## src/rtl/byte_data_memory_if.sv

```systemverilog
// Load/store bus between the MEM stage and byte_data_memory.
// The master drives address, data and control; the memory returns load data, fault and busy.
interface byte_data_memory_if #(
    parameter int ADDR_WIDTH = 8
);
    logic [ADDR_WIDTH-1:0] addr;
    logic [31:0]           write_data;
    logic                  mem_read;
    logic                  mem_write;
    logic [1:0]            size;
    logic                  load_unsigned;
    logic [31:0]           read_data;
    logic                  fault;
    logic                  busy;

    modport master (
        output addr, write_data, mem_read, mem_write, size, load_unsigned,
        input  read_data, fault, busy
    );

    modport slave (
        input  addr, write_data, mem_read, mem_write, size, load_unsigned,
        output read_data, fault, busy
    );
endinterface

```

## src/rtl/byte_data_memory.sv

```systemverilog
// Little-endian byte/half/word data memory with alignment and range checking,
// and a one-word-per-cycle clear sweep after reset.
//
// state   | meaning
// S_CLEAR | sweeping mem[clr_ptr] <= 0 each edge, busy = 1, accesses blocked
// S_READY | normal load/store operation, left only by reset
module byte_data_memory #(
    parameter int ADDR_WIDTH     = 8,
    parameter int DEPTH          = 64,
    parameter bit CLEAR_ON_RESET = 1'b1
) (
    input  logic               clk,
    input  logic               reset,
    byte_data_memory_if.slave  bus
);
    localparam int PTR_W = (DEPTH > 1) ? $clog2(DEPTH) : 1;
    localparam logic [ADDR_WIDTH-2:0] DEPTH_L  = (ADDR_WIDTH-1)'(DEPTH);
    localparam logic [PTR_W-1:0]      LAST_PTR = PTR_W'(DEPTH - 1);

    typedef enum logic {S_CLEAR, S_READY} state_t;

    state_t              r_state;
    state_t              w_next_state;
    logic [PTR_W-1:0]    r_clr_ptr;
    logic [PTR_W-1:0]    w_clr_ptr_next;
    logic [31:0]         r_mem [DEPTH];

    logic [ADDR_WIDTH-3:0] w_idx;
    logic [1:0]            w_off;
    logic [PTR_W-1:0]      w_word;
    logic                  w_busy;
    logic                  w_access;
    logic                  w_fault;
    logic                  w_wr_en;
    logic [31:0]           w_rd_word;
    logic [7:0]            w_byte;
    logic [15:0]           w_half;
    logic [31:0]           w_read_data;
    logic [3:0]            w_be;
    logic [31:0]           w_wdata;

    assign w_idx    = bus.addr[ADDR_WIDTH-1:2];
    assign w_off    = bus.addr[1:0];
    assign w_word   = w_idx[PTR_W-1:0];
    assign w_busy   = (r_state == S_CLEAR);
    assign w_access = bus.mem_read | bus.mem_write;

    assign w_fault = w_access & ((bus.size == 2'b11) |
                                 ((bus.size == 2'b01) & w_off[0]) |
                                 ((bus.size == 2'b10) & (w_off != 2'b00)) |
                                 ({1'b0, w_idx} >= DEPTH_L));

    assign w_wr_en = bus.mem_write & ~w_fault & ~w_busy;

    always_ff @(posedge clk or posedge reset) begin
        if (reset) begin
            r_state   <= CLEAR_ON_RESET ? S_CLEAR : S_READY;
            r_clr_ptr <= '0;
        end else begin
            r_state   <= w_next_state;
            r_clr_ptr <= w_clr_ptr_next;
        end
    end

    always_comb begin
        w_next_state   = r_state;
        w_clr_ptr_next = r_clr_ptr;
        case (r_state)
            S_CLEAR: begin
                w_clr_ptr_next = r_clr_ptr + 1'b1;
                if (r_clr_ptr == LAST_PTR) begin
                    w_next_state   = S_READY;
                    w_clr_ptr_next = '0;
                end
            end
            default: ;
        endcase
    end

    // Sub-word stores replicate the source so each enabled lane finds its byte in place.
    always_comb begin
        w_be    = 4'b0000;
        w_wdata = bus.write_data;
        case (bus.size)
            2'b00: begin
                w_be    = 4'b0001 << w_off;
                w_wdata = {4{bus.write_data[7:0]}};
            end
            2'b01: begin
                w_be    = w_off[1] ? 4'b1100 : 4'b0011;
                w_wdata = {2{bus.write_data[15:0]}};
            end
            2'b10:   w_be = 4'b1111;
            default: w_be = 4'b0000;
        endcase
    end

    always_ff @(posedge clk) begin
        if (w_busy) begin
            r_mem[r_clr_ptr] <= '0;
        end else if (w_wr_en) begin
            for (int n = 0; n < 4; n++) begin
                if (w_be[n]) begin
                    r_mem[w_word][8*n +: 8] <= w_wdata[8*n +: 8];
                end
            end
        end
    end

    assign w_rd_word = r_mem[w_word];
    assign w_byte    = w_rd_word[8*w_off +: 8];
    assign w_half    = w_off[1] ? w_rd_word[31:16] : w_rd_word[15:0];

    always_comb begin
        w_read_data = '0;
        if (bus.mem_read && !w_busy && !w_fault) begin
            case (bus.size)
                2'b00:   w_read_data = {{24{w_byte[7] & ~bus.load_unsigned}}, w_byte};
                2'b01:   w_read_data = {{16{w_half[15] & ~bus.load_unsigned}}, w_half};
                2'b10:   w_read_data = w_rd_word;
                default: w_read_data = '0;
            endcase
        end
    end

    assign bus.read_data = w_read_data;
    assign bus.fault     = w_fault;
    assign bus.busy      = w_busy;
endmodule

```

## src/flat_wrapper.sv

```systemverilog
// flat-port wrapper written by rule: the top's interface ports become plain ports
module byte_data_memory_flat 
#(
    parameter int ADDR_WIDTH     = 8,
    parameter int DEPTH          = 64,
    parameter bit CLEAR_ON_RESET = 1'b1
)
  (clk, reset, bus_addr, bus_write_data, bus_mem_read, bus_mem_write, bus_size, bus_load_unsigned, bus_read_data, bus_fault, bus_busy);
  byte_data_memory_if #(.ADDR_WIDTH(ADDR_WIDTH)) bus_i ();
  input  logic clk;
  input  logic reset;
  input wire logic [$bits(bus_i.addr)-1:0] bus_addr;
  input wire logic [$bits(bus_i.write_data)-1:0] bus_write_data;
  input wire logic [$bits(bus_i.mem_read)-1:0] bus_mem_read;
  input wire logic [$bits(bus_i.mem_write)-1:0] bus_mem_write;
  input wire logic [$bits(bus_i.size)-1:0] bus_size;
  input wire logic [$bits(bus_i.load_unsigned)-1:0] bus_load_unsigned;
  output wire logic [$bits(bus_i.read_data)-1:0] bus_read_data;
  output wire logic [$bits(bus_i.fault)-1:0] bus_fault;
  output wire logic [$bits(bus_i.busy)-1:0] bus_busy;
  assign bus_i.addr = bus_addr;
  assign bus_i.write_data = bus_write_data;
  assign bus_i.mem_read = bus_mem_read;
  assign bus_i.mem_write = bus_mem_write;
  assign bus_i.size = bus_size;
  assign bus_i.load_unsigned = bus_load_unsigned;
  assign bus_read_data = bus_i.read_data;
  assign bus_fault = bus_i.fault;
  assign bus_busy = bus_i.busy;
  byte_data_memory #(.ADDR_WIDTH(ADDR_WIDTH), .DEPTH(DEPTH), .CLEAR_ON_RESET(CLEAR_ON_RESET)) u_core (.clk(clk), .reset(reset), .bus(bus_i));
endmodule
```

## config.mk

```make
export PLATFORM = sky130hd
export DESIGN_NAME = byte_data_memory_flat
export DESIGN_NICKNAME = d
export VERILOG_FILES = /design/src/rtl/byte_data_memory_if.sv /design/src/rtl/byte_data_memory.sv /design/src/flat_wrapper.sv
export SDC_FILE = /design/constraint.sdc
export NUM_CORES = 2
export LEC_CHECK = 0
export ABC_AREA = 1
export CORE_MARGIN = 2
export CORE_UTILIZATION = 30
export CTS_CLUSTER_SIZE = 25
export DETAILED_ROUTE_END_ITERATION = 8
export PLACE_DENSITY_LB_ADDON = 0.12
export REMOVE_ABC_BUFFERS = 1
export SLEW_MARGIN = 20
export SYNTH_ARGS = -nofsm -noshare
export SYNTH_HDL_FRONTEND = slang
export SYNTH_SLANG_ARGS = --single-unit
```

## constraint.sdc

```tcl
create_clock -name clk -period 6.4 [get_ports clk]
set_clock_uncertainty 0.1 [all_clocks]
set_input_delay 1.28 -clock clk [delete_from_list [all_inputs] [get_ports clk]]
set_output_delay 1.28 -clock clk [all_outputs]
set_load 0.01 [all_outputs]
```

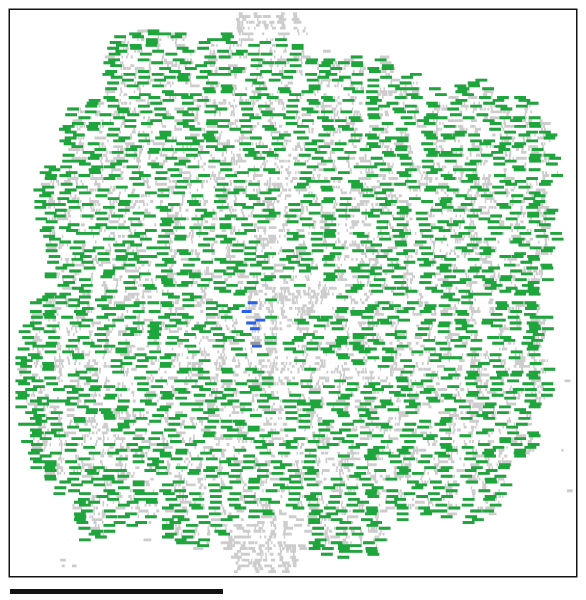
registers.png
Scale bar: 200 um.
| colour | name in the netlist | placed flops | where |
|---|---|---|---|
| blue | u_core.r_clr_ptr | 6 | middle |
| green | u_core.r_mem | 2,048 | all over the die |
not coloured: 1
flop share of the area: 0.6191
final core area utilization: 0.3575
Flop+latch power: 14,600 uW
FF/Latch Area: 0.06167 mm2

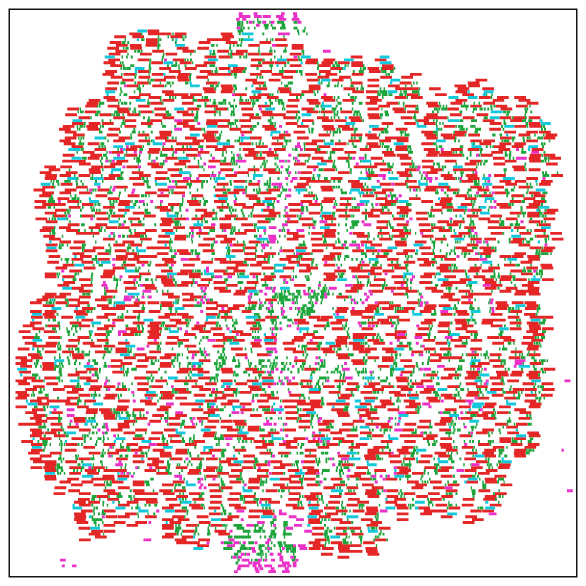
cell_classes.png
| colour | class | cells | share of their area |
|---|---|---|---|
| red | flops | 2,055 | 65% |
| magenta | other buffers and delay cells | 628 | 6.2% |
| cyan | clock drivers and dummy loads | 419 | 7.5% |
| green | all other logic | 4,415 | 21% |
row count: 194
Final Cell Area: 0.09961 mm2
core area: 0.2787 mm2

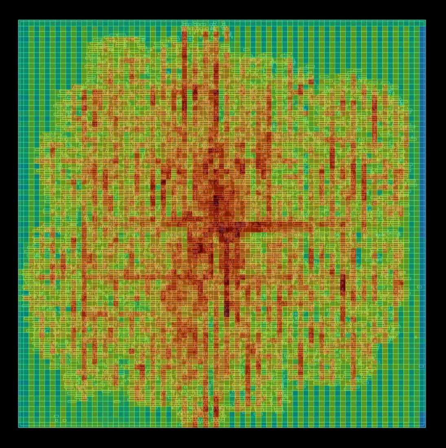
final_congestion.png
average routed wire per standard cell: 26.79 um
grt peak-use layer: met2

==> job_summary.md <==
### Yosys + OpenROAD results

| Metric | Value |
|---|---|
| Outcome | `finished, violations left` |
| Failing checks | `negative setup slack` |
| Critical path buffers and inverters | `5` |
| Synth top area cells | `edfxtp_1 73%, nand3_1 6.1%, nand2_1 5.2%` |
| CP endpoint kind | `output pin` |
| Crit-path max cell delay | `0.55 ns` |
| First-pass GRT wire length | `426.0 mm` |
| Sequential cells | `2,055` |
| Fmax | `156.0 MHz` |
| N_diodes | `12` |
| Initial antenna violation count | `15` |
| CP Data Required Time | `5.02 ns` |
| Clk_buf instances | `290` |
| Setup ws final | `-0.01064 ns` |
| GR Layer Usage met2 | `0.3369` |
| Sinks on the clock net | `2,055` |
| WHS | `0.4195 ns` |
| Slew HR | `0.2524` |
| Sequential Power Share | `0.506` |
| Min-Delay Path Class | `reg -> reg` |
| Final setup violation count | `1` |
| Resized Gates After CTS | `0` |
| Area of the multi-input gates | `0.01979 mm2` |
| Fin Setup TNS | `-0.01064 ns` |
| Synth Flop Type | `edfxtp_1` |
| Pwr/cell area | `289.4 mW/mm2` |
| Dominant kind of cell by area | `flip-flops and latches` |
| Ys async rst share | `0.003406` |
| Placed Area | `0.09248 mm2` |
| Hold buffers post-CTS | `0` |
| Register share after synthesis | `0.7362` |
| Pre-CTS setup slack | `0.04919 ns` |
| Signal buffers | `628` |
| Ratio of cells with drive above 1 in the final layout | `0.1231` |
| Startpoint Class | `input pin` |
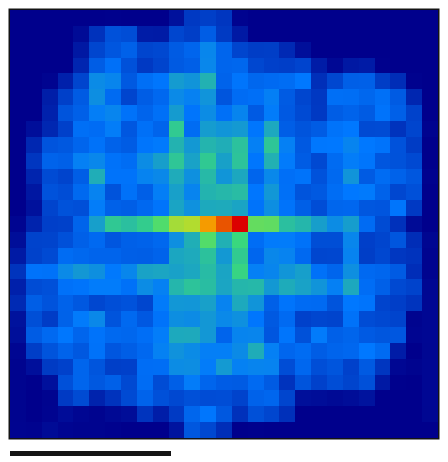
wire_density.png
Scale bar: 200 um. 27 x 27 tiles, from dark blue (low) to red (high), scaled to the fullest tile. Values are wire area over tile area, all layers added.
mean over tiles: 0.17
densest ninth of the die: middle
tiles over half the peak: 1.2%
fullest tile: 0.96
nearly empty tiles: 21%
final WL: 301.5 mm
total global-route track usage: 0.2078
vias: 56.94k

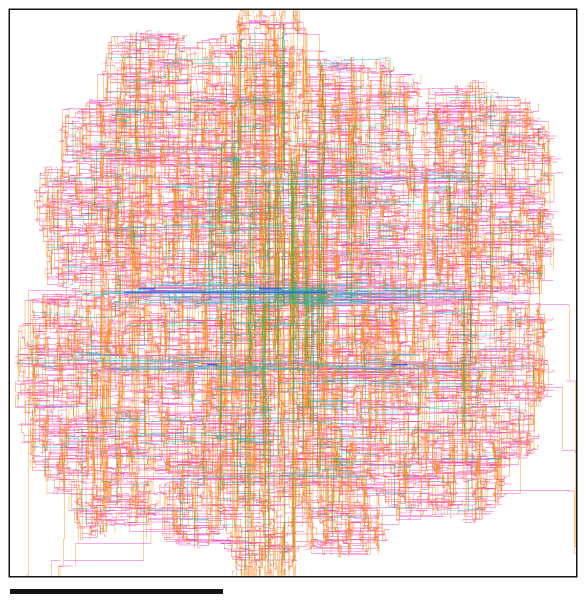
metal_stack.png
Scale bar: 200 um.
| colour | layer | wire length |
|---|---|---|
| orange | met2 | 142 mm |
| blue | met5 | 245 um |
| magenta | met1 | 129 mm |
| cyan | met3 | 17,600 um |
| green | met4 | 12,700 um |

==> final timing paths <==
path / end / slack (ns) / cells past startpoint
min in group asynchronous: u_core.r_clr_ptr[4]$_DFFE_PP0N_ / 0.83 / 2
min: u_core.r_clr_ptr[4]$_DFFE_PP0N_ / 0.42 / 1
min reg2reg: u_core.r_clr_ptr[4]$_DFFE_PP0N_ / 0.42 / 1
max in group asynchronous: u_core.r_clr_ptr[2]$_DFFE_PP0N_ / 5.14 / 2
max: bus_read_data[15] / -0.01 / 15
max reg2reg: u_core.r_mem[58][28]$_DFFE_PP_ / 2.39 / 12
==> cells by family after synthesis <==
group / share of synthesized area
buf+inv: 0.03133
xor+xnor: 0.0003137
fa+ha+maj: 0.0001493
simple gates: 0.1580
compound gates: 0.07408
flops: 0.7362
Power figures rest on the tool's default switching activity, not on a simulated workload.
